port_nets.png
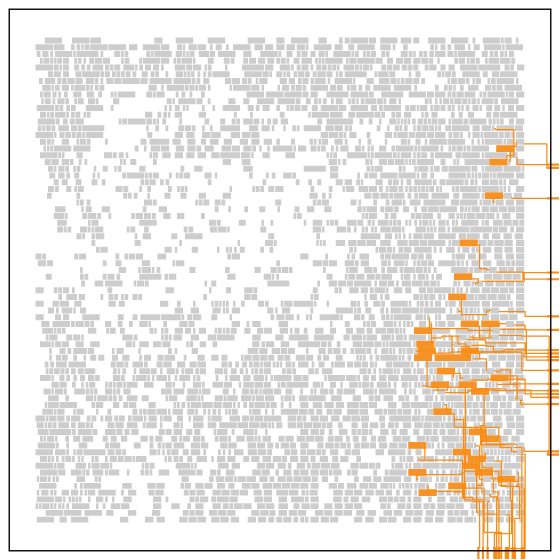
gate_families.png
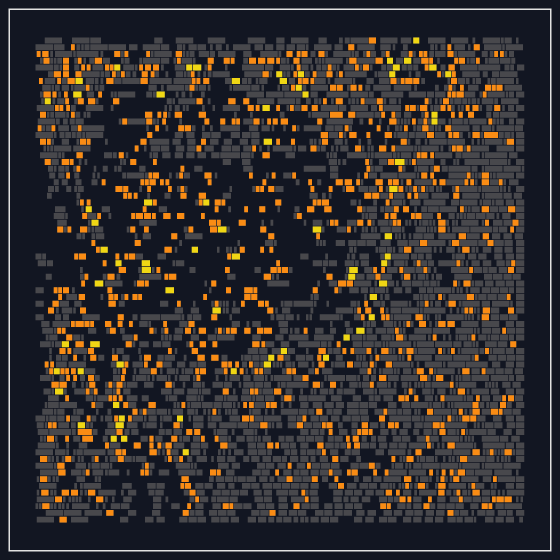
clock_map.png
Bar = 50 um.
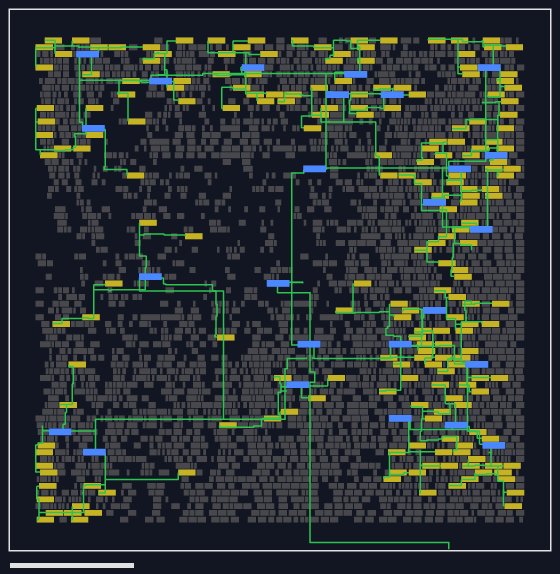
--- src/rtl/exe_stage_mc_if.sv ---
// Execute-stage bundle: issue request, forwarding sources and registered result.
// Ports: the master modport drives the issue side (ID/EXE) and observes the result.
//        The slave modport is the execute stage: it takes the issue and returns ready and the result.
interface exe_stage_mc_if #(
  parameter int WIDTH       = 32,
  parameter int CMD_LEN     = 4,
  parameter int FWD_SEL_LEN = 2,
  parameter int DEST_LEN    = 5
) ();
  logic                   in_valid;
  logic                   in_ready;
  logic [CMD_LEN-1:0]     EXE_CMD;
  logic [FWD_SEL_LEN-1:0] val1_sel;
  logic [FWD_SEL_LEN-1:0] val2_sel;
  logic [FWD_SEL_LEN-1:0] ST_val_sel;
  logic [WIDTH-1:0]       val1;
  logic [WIDTH-1:0]       val2;
  logic [WIDTH-1:0]       ALU_res_MEM;
  logic [WIDTH-1:0]       result_WB;
  logic [WIDTH-1:0]       ST_value_in;
  logic [DEST_LEN-1:0]    dest_in;
  logic                   out_valid;
  logic [WIDTH-1:0]       ALUResult;
  logic [WIDTH-1:0]       ST_value_out;
  logic [DEST_LEN-1:0]    dest_out;

  modport master (
    output in_valid, EXE_CMD, val1_sel, val2_sel, ST_val_sel,
           val1, val2, ALU_res_MEM, result_WB, ST_value_in, dest_in,
    input  in_ready, out_valid, ALUResult, ST_value_out, dest_out
  );

  modport slave (
    input  in_valid, EXE_CMD, val1_sel, val2_sel, ST_val_sel,
           val1, val2, ALU_res_MEM, result_WB, ST_value_in, dest_in,
    output in_ready, out_valid, ALUResult, ST_value_out, dest_out
  );
endinterface

--- src/rtl/exe_stage_mc.sv ---
// Execute stage: operand forwarding, single-cycle ALU, radix-2 shift-add multiplier, registered EXE/MEM output.
// Latency: 1 cycle for ALU ops, WIDTH cycles for MUL (result in the WIDTH-th cycle after acceptance).
// Backpressure: in_ready drops while a multiply runs; no downstream backpressure (MEM always consumes out_valid).
// Ports: clk, rst (synchronous, active-high); bus = exe_stage_mc_if.slave carrying the issue
//        request, forwarding sources, in_ready and the registered result.
module exe_stage_mc #(
  parameter int WIDTH       = 32,
  parameter int CMD_LEN     = 4,
  parameter int FWD_SEL_LEN = 2,
  parameter int DEST_LEN    = 5
) (
  input  logic           clk,
  input  logic           rst,
  exe_stage_mc_if.slave  bus
);

  localparam int SH_W  = $clog2(WIDTH);
  localparam int CNT_W = $clog2(WIDTH);

  localparam logic [CMD_LEN-1:0] CMD_ADD = CMD_LEN'(4'b0000);
  localparam logic [CMD_LEN-1:0] CMD_SUB = CMD_LEN'(4'b0010);
  localparam logic [CMD_LEN-1:0] CMD_AND = CMD_LEN'(4'b0100);
  localparam logic [CMD_LEN-1:0] CMD_OR  = CMD_LEN'(4'b0101);
  localparam logic [CMD_LEN-1:0] CMD_NOR = CMD_LEN'(4'b0110);
  localparam logic [CMD_LEN-1:0] CMD_XOR = CMD_LEN'(4'b0111);
  localparam logic [CMD_LEN-1:0] CMD_SLL = CMD_LEN'(4'b1000);
  localparam logic [CMD_LEN-1:0] CMD_SRA = CMD_LEN'(4'b1001);
  localparam logic [CMD_LEN-1:0] CMD_SRL = CMD_LEN'(4'b1010);
  localparam logic [CMD_LEN-1:0] CMD_MUL = CMD_LEN'(4'b1100);

  // The accept edge performs the first multiply step, so the MUL state covers
  // the remaining WIDTH-1 steps; the counter's last value finishes the op.
  localparam logic [CNT_W-1:0] CNT_LAST = CNT_W'(WIDTH - 2);

  typedef enum logic {S_IDLE, S_MUL} state_t;

  state_t              state_q, state_d;
  logic                mul_done;

  logic [WIDTH-1:0]    op1, op2, st_sel;
  logic [SH_W-1:0]     sh;
  logic [WIDTH-1:0]    alu_res;
  logic                accept;
  logic                is_mul;

  logic [WIDTH-1:0]    acc_q, mcand_q, mplier_q;
  logic [WIDTH-1:0]    addend;
  logic [CNT_W-1:0]    cnt_q;
  logic [WIDTH-1:0]    st_hold_q;
  logic [DEST_LEN-1:0] dest_hold_q;

  logic                out_valid_q;
  logic [WIDTH-1:0]    result_q;
  logic [WIDTH-1:0]    st_out_q;
  logic [DEST_LEN-1:0] dest_out_q;

  // Select 0 and 3 both take the register-file value.
  function automatic logic [WIDTH-1:0] fwd(input logic [FWD_SEL_LEN-1:0] sel,
                                           input logic [WIDTH-1:0] reg_v,
                                           input logic [WIDTH-1:0] mem_v,
                                           input logic [WIDTH-1:0] wb_v);
    logic [WIDTH-1:0] r;
    r = reg_v;
    if (sel == FWD_SEL_LEN'(1))      r = mem_v;
    else if (sel == FWD_SEL_LEN'(2)) r = wb_v;
    return r;
  endfunction

  assign op1    = fwd(bus.val1_sel,   bus.val1,        bus.ALU_res_MEM, bus.result_WB);
  assign op2    = fwd(bus.val2_sel,   bus.val2,        bus.ALU_res_MEM, bus.result_WB);
  assign st_sel = fwd(bus.ST_val_sel, bus.ST_value_in, bus.ALU_res_MEM, bus.result_WB);
  assign sh     = op2[SH_W-1:0];

  assign bus.in_ready = (state_q == S_IDLE) && !rst;
  assign accept       = bus.in_valid && bus.in_ready;
  assign is_mul       = (bus.EXE_CMD == CMD_MUL);

  always_comb begin
    alu_res = '0;
    case (bus.EXE_CMD)
      CMD_ADD: alu_res = op1 + op2;
      CMD_SUB: alu_res = op1 - op2;
      CMD_AND: alu_res = op1 & op2;
      CMD_OR:  alu_res = op1 | op2;
      CMD_NOR: alu_res = ~(op1 | op2);
      CMD_XOR: alu_res = op1 ^ op2;
      CMD_SLL: alu_res = op1 << sh;
      CMD_SRA: alu_res = $signed(op1) >>> sh;
      CMD_SRL: alu_res = op1 >> sh;
      default: alu_res = '0;
    endcase
  end

  always_ff @(posedge clk) begin
    if (rst) state_q <= S_IDLE;
    else     state_q <= state_d;
  end

  always_comb begin
    state_d  = state_q;
    mul_done = 1'b0;
    case (state_q)
      S_IDLE: if (accept && is_mul) state_d = S_MUL;
      S_MUL: begin
        if (cnt_q == CNT_LAST) begin
          state_d  = S_IDLE;
          mul_done = 1'b1;
        end
      end
      default: state_d = S_IDLE;
    endcase
  end

  assign addend = mplier_q[0] ? mcand_q : '0;

  // Operands live only in acc/mcand/mplier once accepted, so forwarding
  // inputs changing during the multiply cannot disturb the product.
  always_ff @(posedge clk) begin
    if (rst) begin
      out_valid_q <= 1'b0;
      result_q    <= '0;
      st_out_q    <= '0;
      dest_out_q  <= '0;
      acc_q       <= '0;
      mcand_q     <= '0;
      mplier_q    <= '0;
      cnt_q       <= '0;
      st_hold_q   <= '0;
      dest_hold_q <= '0;
    end else begin
      out_valid_q <= 1'b0;
      if (accept) begin
        if (is_mul) begin
          acc_q       <= op2[0] ? op1 : '0;
          mcand_q     <= op1 << 1;
          mplier_q    <= op2 >> 1;
          cnt_q       <= '0;
          st_hold_q   <= st_sel;
          dest_hold_q <= bus.dest_in;
        end else begin
          out_valid_q <= 1'b1;
          result_q    <= alu_res;
          st_out_q    <= st_sel;
          dest_out_q  <= bus.dest_in;
        end
      end else if (state_q == S_MUL) begin
        if (mul_done) begin
          out_valid_q <= 1'b1;
          result_q    <= acc_q + addend;
          st_out_q    <= st_hold_q;
          dest_out_q  <= dest_hold_q;
        end else begin
          acc_q    <= acc_q + addend;
          mcand_q  <= mcand_q << 1;
          mplier_q <= mplier_q >> 1;
          cnt_q    <= cnt_q + CNT_W'(1);
        end
      end
    end
  end

  assign bus.out_valid    = out_valid_q;
  assign bus.ALUResult    = result_q;
  assign bus.ST_value_out = st_out_q;
  assign bus.dest_out     = dest_out_q;

endmodule
--- src/flat_wrapper.sv ---
// flat-port wrapper written by rule: the top's interface ports become plain ports
module exe_stage_mc_flat 
#(
  parameter int WIDTH       = 32,
  parameter int CMD_LEN     = 4,
  parameter int FWD_SEL_LEN = 2,
  parameter int DEST_LEN    = 5
)
  (clk, rst, bus_in_valid, bus_EXE_CMD, bus_val1_sel, bus_val2_sel, bus_ST_val_sel, bus_val1, bus_val2, bus_ALU_res_MEM, bus_result_WB, bus_ST_value_in, bus_dest_in, bus_in_ready, bus_out_valid, bus_ALUResult, bus_ST_value_out, bus_dest_out);
  exe_stage_mc_if #(.WIDTH(WIDTH), .CMD_LEN(CMD_LEN), .FWD_SEL_LEN(FWD_SEL_LEN), .DEST_LEN(DEST_LEN)) bus_i ();
  input  logic clk;
  input  logic rst;
  input wire logic [$bits(bus_i.in_valid)-1:0] bus_in_valid;
  input wire logic [$bits(bus_i.EXE_CMD)-1:0] bus_EXE_CMD;
  input wire logic [$bits(bus_i.val1_sel)-1:0] bus_val1_sel;
  input wire logic [$bits(bus_i.val2_sel)-1:0] bus_val2_sel;
  input wire logic [$bits(bus_i.ST_val_sel)-1:0] bus_ST_val_sel;
  input wire logic [$bits(bus_i.val1)-1:0] bus_val1;
  input wire logic [$bits(bus_i.val2)-1:0] bus_val2;
  input wire logic [$bits(bus_i.ALU_res_MEM)-1:0] bus_ALU_res_MEM;
  input wire logic [$bits(bus_i.result_WB)-1:0] bus_result_WB;
  input wire logic [$bits(bus_i.ST_value_in)-1:0] bus_ST_value_in;
  input wire logic [$bits(bus_i.dest_in)-1:0] bus_dest_in;
  output wire logic [$bits(bus_i.in_ready)-1:0] bus_in_ready;
  output wire logic [$bits(bus_i.out_valid)-1:0] bus_out_valid;
  output wire logic [$bits(bus_i.ALUResult)-1:0] bus_ALUResult;
  output wire logic [$bits(bus_i.ST_value_out)-1:0] bus_ST_value_out;
  output wire logic [$bits(bus_i.dest_out)-1:0] bus_dest_out;
  assign bus_i.in_valid = bus_in_valid;
  assign bus_i.EXE_CMD = bus_EXE_CMD;
  assign bus_i.val1_sel = bus_val1_sel;
  assign bus_i.val2_sel = bus_val2_sel;
  assign bus_i.ST_val_sel = bus_ST_val_sel;
  assign bus_i.val1 = bus_val1;
  assign bus_i.val2 = bus_val2;
  assign bus_i.ALU_res_MEM = bus_ALU_res_MEM;
  assign bus_i.result_WB = bus_result_WB;
  assign bus_i.ST_value_in = bus_ST_value_in;
  assign bus_i.dest_in = bus_dest_in;
  assign bus_in_ready = bus_i.in_ready;
  assign bus_out_valid = bus_i.out_valid;
  assign bus_ALUResult = bus_i.ALUResult;
  assign bus_ST_value_out = bus_i.ST_value_out;
  assign bus_dest_out = bus_i.dest_out;
  exe_stage_mc #(.WIDTH(WIDTH), .CMD_LEN(CMD_LEN), .FWD_SEL_LEN(FWD_SEL_LEN), .DEST_LEN(DEST_LEN)) u_core (.clk(clk), .rst(rst), .bus(bus_i));
endmodule
--- config.mk ---
export PLATFORM = sky130hd
export DESIGN_NAME = exe_stage_mc_flat
export DESIGN_NICKNAME = d
export VERILOG_FILES = /design/src/rtl/exe_stage_mc_if.sv /design/src/rtl/exe_stage_mc.sv /design/src/flat_wrapper.sv
export SDC_FILE = /design/constraint.sdc
export NUM_CORES = 1
export LEC_CHECK = 0
export ABC_AREA = 0
export CAP_MARGIN = 20
export CORE_MARGIN = 10
export CORE_UTILIZATION = 55
export CTS_CLUSTER_SIZE = 25
export DETAILED_ROUTE_END_ITERATION = 8
export PLACE_DENSITY_LB_ADDON = 0.08
export SYNTH_ARGS = -nofsm -noshare
export SYNTH_HDL_FRONTEND = slang
export SYNTH_SLANG_ARGS = --single-unit
--- constraint.sdc ---
create_clock -name clk -period 7.5 [get_ports clk]
set_input_delay 1.5 -clock clk [delete_from_list [all_inputs] [get_ports clk]]
set_output_delay 1.5 -clock clk [all_outputs]
set_load 0.02 [all_outputs]
==> Changelog: implementation <==
### Metrics

- Via count: 24,700
- Crit path largest cell delay: 0.74 ns
- Placed insts: 3,530
- Mux share: 0.182
- Clock network power: 1180 uW
- Core ar.: a little under 0.04 sq mm
- Top Metal Used: met5
- Syn Std Cell Area: 0.0215 sq mm
- Adder share: 0.0770
- GPL Wtd Cong: roughly 1.1
- Wirelength per Cell: 28.1 um
- Simple Share, Synth: 0.193
- Hold path endpoint: u_core.st_hold_q[20]$_SDFFE_PP0P_
- Yosys Chip Area: 0.0215 sq mm
- Via/cell ratio: 6.91
- Die Footprint: 0.0474 sq mm
- Met2 usage: 0.608
- Vias in the first global route: 23,400
- Gr usage total: 0.403
- Met1 GRT Util: 0.520
- CP dominant cell by count: nand2_1
- RSZ-0062 raised after global routing: false
- Unique cell type count in the Yosys netlist: 88
- Clk network pwr share: 0.279
- Top cells, area: dfxtp_1 (19%), mux2i_1 (13%), ha_1 (7.5%)
- Outcome: finished clean
- Xor/xnor share: 0.0317
- Hold WC Path Type: flip-flop to flip-flop
Notes on port_nets.png above:
bus_ST_value_out -> orange  # bits 32, direction output, edge 19 right, 13 bottom, end cells 32, buffers 32, wire 1,640 um
input/output buffers: 248
# IOs: 249

Notes on gate_families.png above:
inverting AOI/OAI gates -> orange  # cells 774, where widely spread
AND-OR and OR-AND gates -> yellow  # cells 70
Layout Cells excl Fill: 3,577
fraction of area in multi-input gates: 0.638
most frequent logic cell in the layout: nand2_1

Notes on clock_map.png above:
clock wires -> green  # length 3,080 um
cells driving clock nets -> blue  # count 25
flip-flops -> yellow  # count 207
flops lie = widely spread

-- cell type report --
type / instances / area [sq um] / area share
Inverter: 103 / 387 / 0.0154
Timing Repair Buffer: 340 / 3170 / 0.126
Sequential cell: 207 / 4140 / 0.165
Clock buffer: 31 / 658 / 0.0262
Tap cell: 518 / 648 / 0.0258
Multi-Input combinational cell: 2365 / 16000 / 0.638
Clock inverter: 13 / 110 / 0.00438
-- flip-flops by register name (all words and copies together), names as in the netlist --
signal	flops
u_core.bus.out_valid	1
u_core.bus.ALUResult	32
u_core.cnt_q	5
u_core.dest_hold_q	5
u_core.mplier_q	31
u_core.bus.dest_out	5
u_core.bus.ST_value_out	32
u_core.st_hold_q	32
u_core.mcand_q	31
u_core.acc_q	32
u_core.state_q	1
Power figures rest on the tool's default switching activity, not on a simulated workload.
